==> config.mk <==
export PLATFORM = sky130hd
export DESIGN_NAME = sort_frame_loader_flat
export DESIGN_NICKNAME = d
export VERILOG_FILES = /design/src/rtl/sort_frame_loader_if.sv /design/src/rtl/sort_frame_loader.sv /design/src/flat_wrapper.sv
export SDC_FILE = /design/constraint.sdc
export NUM_CORES = 1
export LEC_CHECK = 0
export ABC_CLOCK_PERIOD_IN_PS = 1500
export CORE_MARGIN = 2
export CORE_UTILIZATION = 24
export CTS_CLUSTER_SIZE = 10
export DETAILED_ROUTE_END_ITERATION = 16
export GPL_TIMING_DRIVEN = 0
export PLACE_DENSITY = 0.51
export SLEW_MARGIN = 20
export SYNTH_ARGS = -nofsm -noshare
export SYNTH_HDL_FRONTEND = slang
export SYNTH_SLANG_ARGS = --single-unit
export TNS_END_PERCENT = 30
==> constraint.sdc <==
create_clock -name clk -period 1.5 [get_ports clk]
set_input_delay 0.225 -clock clk [delete_from_list [all_inputs] [get_ports clk]]
set_output_delay 0.225 -clock clk [all_outputs]
set_load 0.1 [all_outputs]
m1.png
Scale bar: 20 µm. Supply wires on this layer in grey.
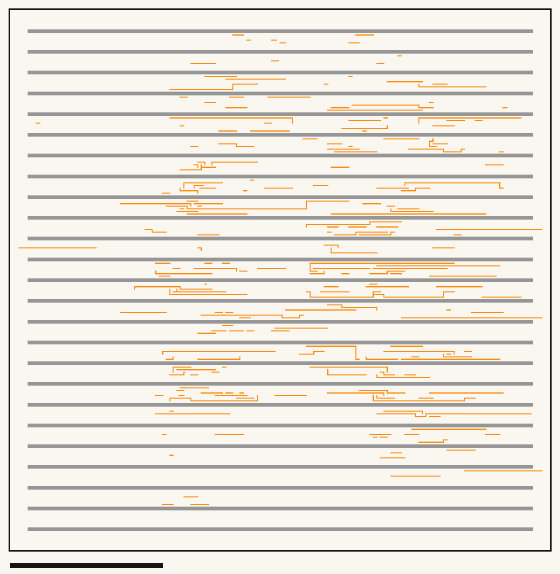
share of all routed wire: 44%
wire length on this layer: 938 µm
met1 Track Usage GR: 0.1060
Vias: 663
drt total wl: 2122 µm

m2.png
Scale bar: 20 µm.
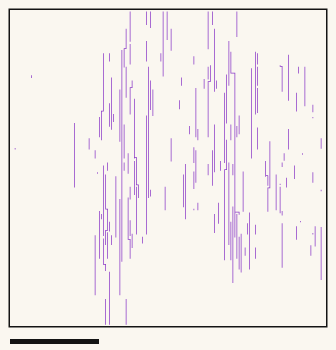
wire length on this layer: 1,020 µm
nets with wire on the layer: 109
main direction: vertical
met2 usage: 0.1485

m3.png
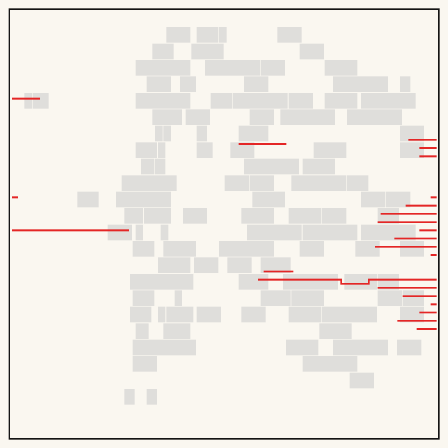
wire length on this layer: 147 µm
nets with wire on the layer: 22
main direction: horizontal
share of all routed wire: 6.9%
met3 GRT Util: 0.02991

clock_wires.png
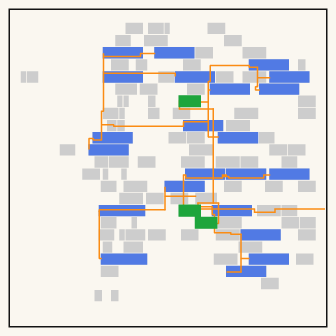
[flip-flops] blue | count: 22
[clock-net drivers] green | count: 3
[clock wires] orange | length: 303 µm
routed clock nets: 4
clk_lat worst skew: 0.27 ns
skew final: 0.004202 ns

==> run notes <==
fresh numbers from the pnr run: Clk pin slew, worst setup/hold paths about 0.08 ns, final hold vios 0, Total Routing Usage GR 0.08769, PnR worst setup slack 0.03364 ns, Post-synth seq share 0.5146, H-tree Lvls 1, reg-to-reg slack, setup about 0.050 ns, top cells by area, synth dfrtp_1 (51%), mux2_4 (17%), ha_1 (5.8%), Floorplan Nets 88, area of the die about 5000 µm², Congestion Overflow GR 0, synth-to-layout area growth 42.69%, Netlist cell types 23, cts bufs inserted 3, ys flop type dfrtp_1, fillcell total ~440, antenna cells 0, core area 4324 µm², Tool Warnings 32, Init Core Util 0.2474, Post-synth regs 22, Final ANT Viol Nets 0, Crit path required time around 1.3 ns, clk sink count 22, largest net degree at the start of global routing 23, Via density 4.144, Avg Inst Size Synth 14.46 µm², crit path cell chain nand2b_4, buf_6, clkinvlp_4, buf_8, Peak Freq roughly 700 MHz, CP max-delay cell dfrtp_1, DR WL/cell 13.26 µm, initial antenna violation count 0, Ys Warns 0, Initial DRT Pass Iterations 4, YS chip area 1070 µm², RSZ-0062 raised after global routing yes, I/O pins 32, setup bufs post-CTS 0, worst r2r path cells 5, most frequent cell after synthesis dfrtp_1, transition time of the tightest slew-check pin 0.8415 ns, cycle use final 0.9776, status complete, no violations, CP startpoint kind register, Starting DRT DRC Count 30, final core occ 0.3530, CTS max path bufs 2, Post-synth EDFFs 0, Root Buffer clkbuf_8, final setup TNS 0 ns, Yosys top cell area share 0.5146, crit-path max cell delay 0.41 ns, pre-CTS WS -0.5876 ns, FF/Latch Area around 560 µm², number of global-route vias before repair slightly above 700, die height 70.77 µm, GP Congestion 0.6742, Final min period between 1 and 1.5 ns, final setup fails 0
through the flow:
stage / cell area [µm²] / hold slack (ns) / std cells
floorplan: 1092 / 0.2143 / 74
global placement: 1458 / 0.4902 / 156
detailed placement: 1458 / 0.4944 / 156
CTS: 1529 / 0.4620 / 160
global route: 1526 / 0.5264 / 160
finish: 1526 / 0.4166 / 160
logic make-up (layout without fill, tap and decap cells):
logic type | after synthesis | in the layout | synth area share
compound gates | 5 | 5 | 0.04211
fa+ha+maj | 5 | 5 | 0.05848
buf+inv | 13 | 47 | 0.07835
flops | 22 | 22 | 0.5146
mux | 18 | 18 | 0.2304
other cells | 1 | 1 | 0.003505
simple gates | 10 | 10 | 0.07251
worst max-delay path, delay by kind of cell (launching register included):
family | cells | cell delay [ns]
flops | 1 | 0.41
simple gates | 1 | 0.15
buf+inv | 3 | 0.40
area by class of cell:
| cell class | instances | area share |
|---|---|---|
| sequential | 22 | 0.3656 |
| inverter | 6 | 0.01721 |
| multi-input combinational | 39 | 0.2885 |
| timing repair buffer | 30 | 0.2049 |
| tap | 52 | 0.04262 |
| buffer | 7 | 0.04508 |
| clock buffer | 4 | 0.03607 |
what timing repair did:
action | 4_1_cts | 5_1_grt
resized | 76 | 4
hold buffers | 0 | 0
setup endpoints to repair | 34 | 8
layer usage:
metal,vias up,GRT usage,routed length (µm)
met5,-,0,0
met4,0,0.02516,21
met3,2,0.02991,147
met2,24,0.1485,1015
met1,324,0.1060,938
li1,313,-,-
cells in the final DEF, fill, tap and decap left out, drive strengths merged:
master / n
mux2: 17
nand2b: 1
inv: 5
nor2b: 1
mux2i: 1
o22ai: 1
clkinvlp: 1
o211a: 1
a22o: 1
a32o: 1
and3: 4
nand2: 2
nor2: 1
conb: 1
clkdlybuf4s15: 17
ha: 5
nand3: 1
buf: 10
o2bb2ai: 1
clkdlybuf4s50: 8
clkbuf: 6
dfrtp: 22
